## config.mk

```make
export PLATFORM = sky130hd
export DESIGN_NAME = fifo_wptr_full
export DESIGN_NICKNAME = d
export VERILOG_FILES = /design/src/rtl/fifo_pkg.sv /design/src/rtl/fifo_wptr_full.sv
export SDC_FILE = /design/constraint.sdc
export NUM_CORES = 1
export LEC_CHECK = 0
export CAP_MARGIN = 25
export CORE_UTILIZATION = 40
export CTS_CLUSTER_DIAMETER = 80
export CTS_CLUSTER_SIZE = 28
export DETAILED_ROUTE_END_ITERATION = 8
export PLACE_DENSITY = 0.76
export REMOVE_ABC_BUFFERS = 1
export SETUP_SLACK_MARGIN = 0.1
export SYNTH_ARGS = -nofsm -noshare
export SYNTH_HDL_FRONTEND = slang
export SYNTH_SLANG_ARGS = --single-unit
```

## constraint.sdc

```tcl
create_clock -name wclk -period 3.07 [get_ports wclk]
set_input_delay 0.614 -clock wclk [delete_from_list [all_inputs] [get_ports wclk]]
set_output_delay 0.614 -clock wclk [all_outputs]
set_load 0.02 [all_outputs]
```

## src/rtl/fifo_pkg.sv

```systemverilog
// Pointer helpers and default widths shared by the async FIFO's write-pointer and read-pointer blocks.
package fifo_pkg;

  localparam int FIFO_ADDR_W = 3;
  localparam int FIFO_PTR_W  = FIFO_ADDR_W + 1;

  // The helpers work on a 32-bit container so any pointer width up to 32 can share them.
  // Callers zero-extend their pointer and slice the result back down.
  function automatic logic [31:0] bin2gray(input logic [31:0] b);
    return b ^ (b >> 1);
  endfunction

  function automatic logic [31:0] gray2bin(input logic [31:0] g);
    logic [31:0] b;
    b[31] = g[31];
    for (int i = 30; i >= 0; i--) begin
      b[i] = b[i+1] ^ g[i];
    end
    return b;
  endfunction

endpackage

```

## src/rtl/fifo_wptr_full.sv

```systemverilog
// Write-side pointer and full/almost-full/occupancy/overflow status for the async FIFO (write clock domain).
module fifo_wptr_full
  import fifo_pkg::*;
#(
  parameter int addr_width = FIFO_ADDR_W,
  parameter int af_thresh  = 6
) (
  input  logic                  wclk,
  input  logic                  wrst,
  input  logic                  winc,
  input  logic [addr_width:0]   wq2_rptr,
  output logic                  wclken,
  output logic [addr_width-1:0] waddr,
  output logic [addr_width:0]   wptr,
  output logic                  wfull,
  output logic                  walmost_full,
  output logic [addr_width:0]   wcount,
  output logic                  woverflow
);

  localparam int PW = addr_width + 1;

  logic [PW-1:0] wbin_q, wbin_d;
  logic [PW-1:0] wptr_q, wptr_d;
  logic [PW-1:0] wcount_q, wcount_d;
  logic          wfull_q, wfull_d;
  logic          waf_q, waf_d;
  logic          wovf_q, wovf_d;
  logic          winc_ok;
  logic [PW-1:0] rbin_s, full_cmp;
  logic [31:0]   gray_w, rbin_w;

  always_comb begin
    // Writes are masked during reset so the memory never sees a stray enable.
    winc_ok  = winc & ~wfull_q & ~wrst;
    wbin_d   = wbin_q + PW'(winc_ok);
    gray_w   = bin2gray(32'(wbin_d));
    wptr_d   = gray_w[PW-1:0];
    rbin_w   = gray2bin(32'(wq2_rptr));
    rbin_s   = rbin_w[PW-1:0];
    // Full when the writer is exactly one lap ahead: top two Gray bits inverted, rest equal.
    full_cmp = {~wq2_rptr[PW-1:PW-2], wq2_rptr[PW-3:0]};
    wfull_d  = (wptr_d == full_cmp);
    wcount_d = wbin_d - rbin_s;
    waf_d    = (int'(wcount_d) >= af_thresh);
    wovf_d   = wovf_q | (winc & wfull_q);
  end

  always_ff @(posedge wclk) begin
    if (wrst) begin
      wbin_q   <= '0;
      wptr_q   <= '0;
      wcount_q <= '0;
      wfull_q  <= 1'b0;
      waf_q    <= 1'b0;
      wovf_q   <= 1'b0;
    end else begin
      wbin_q   <= wbin_d;
      wptr_q   <= wptr_d;
      wcount_q <= wcount_d;
      wfull_q  <= wfull_d;
      waf_q    <= waf_d;
      wovf_q   <= wovf_d;
    end
  end

  assign wclken       = winc_ok;
  assign waddr        = wbin_q[addr_width-1:0];
  assign wptr         = wptr_q;
  assign wfull        = wfull_q;
  assign walmost_full = waf_q;
  assign wcount       = wcount_q;
  assign woverflow    = wovf_q;

endmodule
```

**Run 1: routed metal, one colour a layer**

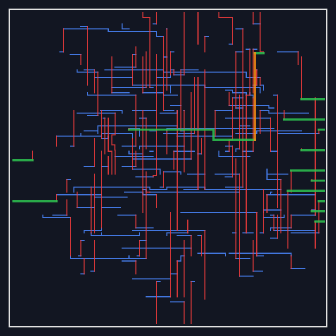
[met1] blue | wire length: 495 um
[met4] orange | wire length: 11.6 um
[met3] green | wire length: 53.8 um
[met2] red | wire length: 617 um

**Run 1: wires at chosen ports, followed through buffers**

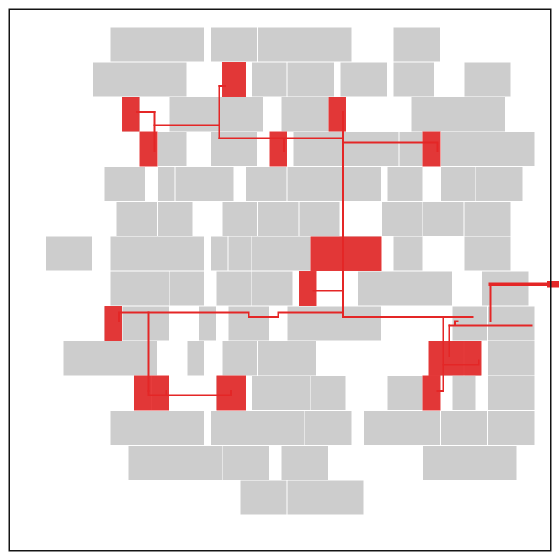
[wrst] red | bits: 1 | direction: input | edge: right | end cells: 15 | buffers: 2 | wire: 120 um
port buffer count: 21
IO Pins: 22

**Run 1: the clock network**

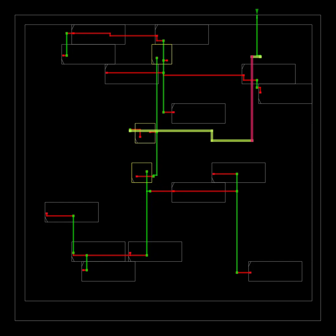
Worst Skew: 0.00340 ns
Clk. pwr: 98.0 uW
worst skew pair latency: 0.27 ns
Flops: 14
Num Clock Sinks: 14

==> notes.md, run 1 <==
yosys + openroad results -> status=complete, no violations, DRT antenna net count=0, Top-area cell share=0.435, Pre-Place Util=0.428, P_leak=0.000408 uW, drt drc=0, Max Freq=0.361 GHz, signal buffers share of area=0.278, Least-Margin Pin Slew=0.308 ns, Tcrit/Tclk final=0.903, Seq share, synth=0.435, WL per Instance=11.1 um, Mean Syn Cell Area=about 11 um^2, GRT Total Usage=0.150, Ant. Diodes=0, Dominant comb cell=XOR/XNOR gates, #MultiIn Comb=~42, Worst R2R Path Depth=8, #FFs+latches synth=14, residual overflow from global routing=0, met3 WL post-DR=53 um, cts repair resizes=0, hold path startpoint=woverflow, met2 WL=617 um, Synth Area in Simple Gates=0.146, flop share of the area=0.296, number of global-route vias before repair=516, Final Hold Fails=0, Chip Area, Yosys=644 um^2, HPWL Detailed=937 um, Layout area overhead=46.8%, Largest cell class=combinational gates
==> run 1: worst max-delay path, stage by stage <==
cell             delay [ns]
clkdlybuf4s50_1        0.47
nor3b_1                0.28
ha_1                   0.22
ha_1                   0.19
xor2_2                 0.29
ha_1                   0.33
xor2_1                 0.16
or2_2                  0.28
a21oi_1                0.14
==> run 1: layout by cell type (no fill, tap or decap) <==
| master | instances |
|---|---|
| clkdlybuf4s50_1 | 21 |
| dfxtp_1 | 14 |
| nor2_1 | 11 |
| buf_4 | 7 |
| xnor2_1 | 6 |
| ha_1 | 5 |
| xor2_1 | 4 |
| inv_1 | 3 |
| a21oi_1 | 3 |
| clkbuf_4 | 3 |
| xor2_2 | 2 |
| nor3b_1 | 1 |
| nor2b_1 | 1 |
| nand3_2 | 1 |
| nand3b_1 | 1 |
| nand2_1 | 1 |
| xnor3_1 | 1 |
| nand3_1 | 1 |
| or3_1 | 1 |
| a2111oi_2 | 1 |
| or2_2 | 1 |
| fa_1 | 1 |
==> run 1: per-stage QoR <==
| step | setup TNS (ns) | total power, uW | cells |
|---|---|---|---|
| global placement | 0 | 356 | 103 |
| CTS | 0 | 458 | 106 |
| floorplan | 0 | 294 | 59 |
| finish | 0 | 452 | 106 |
| detailed placement | -0.0133 | 359 | 103 |
| global route | 0 | 482 | 106 |
==> run 1: sequential cells by signal, summed over array words and instances (netlist names) <==
signal        count
walmost_full      1
wbin_q            4
wcount            4
wfull             1
woverflow         1
wptr              3
==> run 1: power breakdown <==
| part | leakage, uW | switching [uW] | internal, uW |
|---|---|---|---|
| clock | 0.0000138 | 52.8 | 45.3 |
| combinational | 0.000280 | 71.8 | 76.7 |
| sequential | 0.000115 | 5.49 | 200 |
==> inputs of run 2 (changes only) <==
--- a/config.mk
+++ b/config.mk
@@ -6,11 +6,11 @@
 export NUM_CORES = 1
 export LEC_CHECK = 0
 export CAP_MARGIN = 25
-export CORE_UTILIZATION = 40
+export CORE_UTILIZATION = 42
 export CTS_CLUSTER_DIAMETER = 80
 export CTS_CLUSTER_SIZE = 28
 export DETAILED_ROUTE_END_ITERATION = 8
-export PLACE_DENSITY = 0.76
+export PLACE_DENSITY = 0.79
 export REMOVE_ABC_BUFFERS = 1
 export SETUP_SLACK_MARGIN = 0.1
 export SYNTH_ARGS = -nofsm -noshare
**Run 2: gate families picked out**

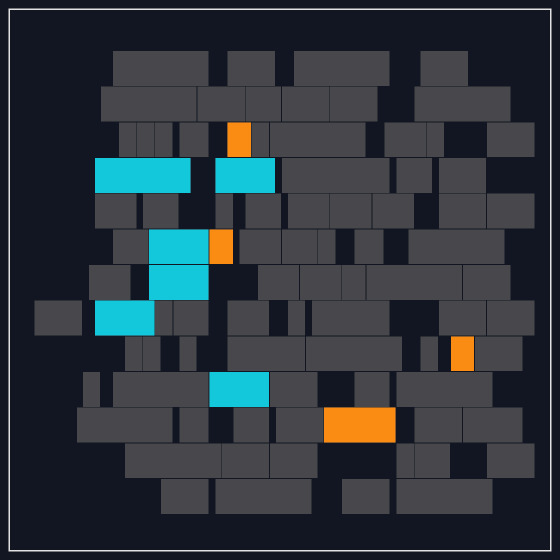
[inverting AOI/OAI gates] orange | cells: 4
[adder and majority cells] cyan | cells: 6
non-filler cells, final: 104
Comb/total area: 0.376
Top cell excl fill/tap: clkdlybuf4s50_1

==> notes.md, run 2 <==
yosys + openroad results -> Placed Cells=101, Tcrit/Tclk final=0.895, P_leak=0.000406 uW, Ant. Diodes=0, WL per Instance=approximately 11 um, Layout area overhead=46.2%, Final Hold Fails=0, Top-area cell share=0.435, Top Layout Cells=clkdlybuf4s50_1, dfxtp_1, nor2_1, Mean Syn Cell Area=10.7 um^2, status=complete, no violations, Chip Area, Yosys=644 um^2, Seq share, synth=0.435, Dominant comb cell=XOR/XNOR gates, worst skew pair latency=0.27 ns, Pre-Place Util=0.472, total power=451 uW, DRT antenna net count=0, Num Clock Sinks=14, residual overflow from global routing=0, Synth Area in Simple Gates=0.146, Worst Skew=~0.0017 ns, HPWL Detailed=920 um, IO Pins=22, Psw=130 uW, switching portion of total power=0.288
-- run 2: cell counts after synthesis --
No cell type changed its count.
-- run 2: path summary, 6_finish.rpt --
| check | from | to | slack, ns | cells past startpoint |
|---|---|---|---|---|
| min | woverflow | woverflow | 0.47 | 2 |
| max | wq2_rptr[3] | walmost_full | 0.32 | 9 |
| max reg2reg | wfull | walmost_full | 0.82 | 8 |
| min reg2reg | woverflow | woverflow | 0.47 | 2 |
-- run 2: cell families (layout without fill, tap and decap cells) --
family,count (synthesis),count (layout)
compound gates,4,4
xor+xnor,13,13
fa+ha+maj,6,6
buf+inv,4,33
flops,14,14
simple gates,19,19
-- run 2: repair_timing --
item                                    in CTS  in global routing
resized                                      0                  1
endpoints found under the setup margin       0                  3
endpoints found under the hold margin        0                  0
-- run 2: layer usage --
| layer | GRT usage | wire (um) | vias up |
|---|---|---|---|
| li1 | - | - | 252 |
| met1 | 0.197 | 516 | 220 |
| met2 | 0.305 | 599 | 13 |
| met3 | 0.0326 | 51 | 2 |
| met4 | 0.0968 | 14 | 0 |
| met5 | 0 | 0 | - |
-- run 2: power groups by stage --
stage	Clock [uW]	Combinational, uW	Sequential [uW]
finish	98.1	148	205
global route	113	163	207
CTS	102	149	205
detailed placement	0	148	209
global placement	0	147	209
floorplan	0	60.7	233
-- run 2: critical path, cell delays in order --
cell	delay [ns]
clkdlybuf4s50_1	0.47
xnor2_1	0.31
xor2_1	0.29
xnor2_1	0.10
ha_1	0.20
fa_1	0.37
xor2_1	0.18
or2_2	0.27
a21oi_1	0.13
-- run 2: layout make-up --
type	instances	share of cell area
Inverter	3	0.0120
Tap cell	15	0.0199
Clock buffer	3	0.0239
Sequential cell	14	0.297
Timing Repair Buffer	27	0.271
Multi-Input combinational cell	42	0.376
==> inputs of run 3 (changes only) <==
--- a/config.mk
+++ b/config.mk
@@ -6,11 +6,13 @@
 export NUM_CORES = 1
 export LEC_CHECK = 0
 export CAP_MARGIN = 25
-export CORE_UTILIZATION = 42
+export CORE_UTILIZATION = 40
 export CTS_CLUSTER_DIAMETER = 80
 export CTS_CLUSTER_SIZE = 28
 export DETAILED_ROUTE_END_ITERATION = 8
-export PLACE_DENSITY = 0.79
+export DONT_BUFFER_PORTS = 1
+export MAX_ROUTING_LAYER = met4
+export PLACE_DENSITY = 0.58
 export REMOVE_ABC_BUFFERS = 1
 export SETUP_SLACK_MARGIN = 0.1
 export SYNTH_ARGS = -nofsm -noshare
**Run 3: the clock network**

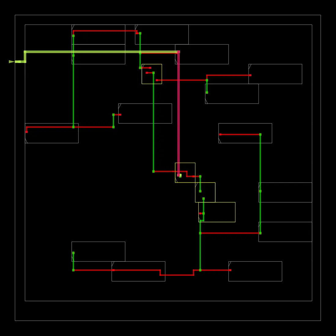
Clk. pwr: 131 uW
Worst Skew: 0.00220 ns

==> notes.md, run 3 <==
yosys + openroad results -> status=complete, no violations, Top cell excl fill/tap=dfxtp_1, #MultiIn Comb=approximately 42, setup TNS=0 ns, DRT antenna net count=0, Psw=125 uW, Comb pwr share=0.166, reg2reg start=wfull, total power=433 uW, cts repair resizes=0, number of global-route vias before repair=about 400, Worst R2R Path Depth=9, P_leak=0.000309 uW, # clk buffers=4, GRT Total Usage=0.144, clock network contribution to total cell area=0.0515, Placed Cells=about 76, nonclk buf count=1, signal buffers share of area=0.0107, Comb/total area=0.496, Flops=14, Largest cell class=combinational gates, Layout area overhead=9.32%, Least-Margin Pin Slew=0.331 ns, Top-area cell share=0.435, Final Hold Fails=0, Seq pwr share=0.532, HPWL Detailed=799 um, Seq share, synth=0.435, Tcrit/Tclk final=0.791, IO Pins=22, Int Power=308 uW, switching portion of total power=0.289
## run 3: cell families (layout without fill, tap and decap cells)
| logic type | count (synthesis) | in the layout | share of synthesized area |
|---|---|---|---|
| DFF | 14 | 14 | 0.435 |
| adders and majority gates | 6 | 6 | 0.128 |
| and+or+nand+nor | 19 | 19 | 0.146 |
| buffers and inverters | 4 | 8 | 0.0233 |
| xor gates and xnor gates | 13 | 13 | 0.221 |
| AOI/OAI and AO/OA | 4 | 4 | 0.0466 |
## run 3: layer usage
metal | up-vias | GRT usage | routed length, um
met5 | - | - | 0
met1 | 179 | 0.174 | 460
li1 | 200 | - | -
met2 | 14 | 0.184 | 462
met3 | 2 | 0.0690 | 88
met4 | 0 | 0.106 | 17
## run 3: worst max-delay path: stages, from the launching register on
cell and delay [ns]:
dfxtp_1 0.39, nor3b_1 0.31, ha_1 0.26, ha_1 0.20, xor2_2 0.29, ha_1 0.32, a21oi_1 0.17, nand2_1 0.08
xnor3_1 0.23, a21oi_1 0.07
## run 3: power by group through the flow
stage	Clock [uW]	Combinational (uW)	Sequential, uW
4_1_cts	136	73.1	230
3_3_place_gp	0	71.1	235
6_report	131	71.9	230
2_1_floorplan	0	60.7	233
3_5_place_dp	0	72.8	235
5_1_grt	144	85.4	232
## run 3: worst max path at each step
stage          cells after the start  slack [ns]  start      endpoint
2_1_floorplan                      8        0.21   wrst  walmost_full
3_3_place_gp                       9        0.43   wrst  walmost_full
3_5_place_dp                       9        0.40   wrst  walmost_full
4_1_cts                            8        0.61  wfull  walmost_full
5_1_grt                            9        0.44  wfull  walmost_full
6_report                           9        0.64  wfull  walmost_full

==> gallery <==
Clock wires, drivers and flops.
The bar under the picture is 10 um long.
shot_01.png
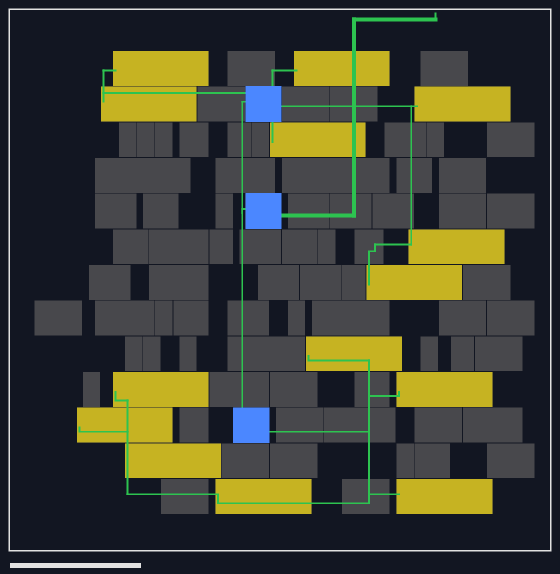
shot_02.png
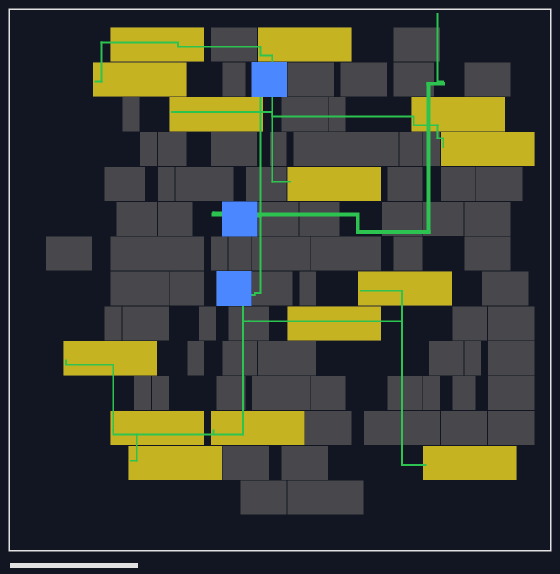
For run 1, see shot_02.png.
For run 2, see shot_01.png.

Key to shot_01.png:
[cells driving clock nets] blue | count: 3
[clock wires] green | length: 169 um
[flip-flops] yellow | count: 14
routed clock nets: 4

No activity file was given, so power comes from the tool's default toggle rates.
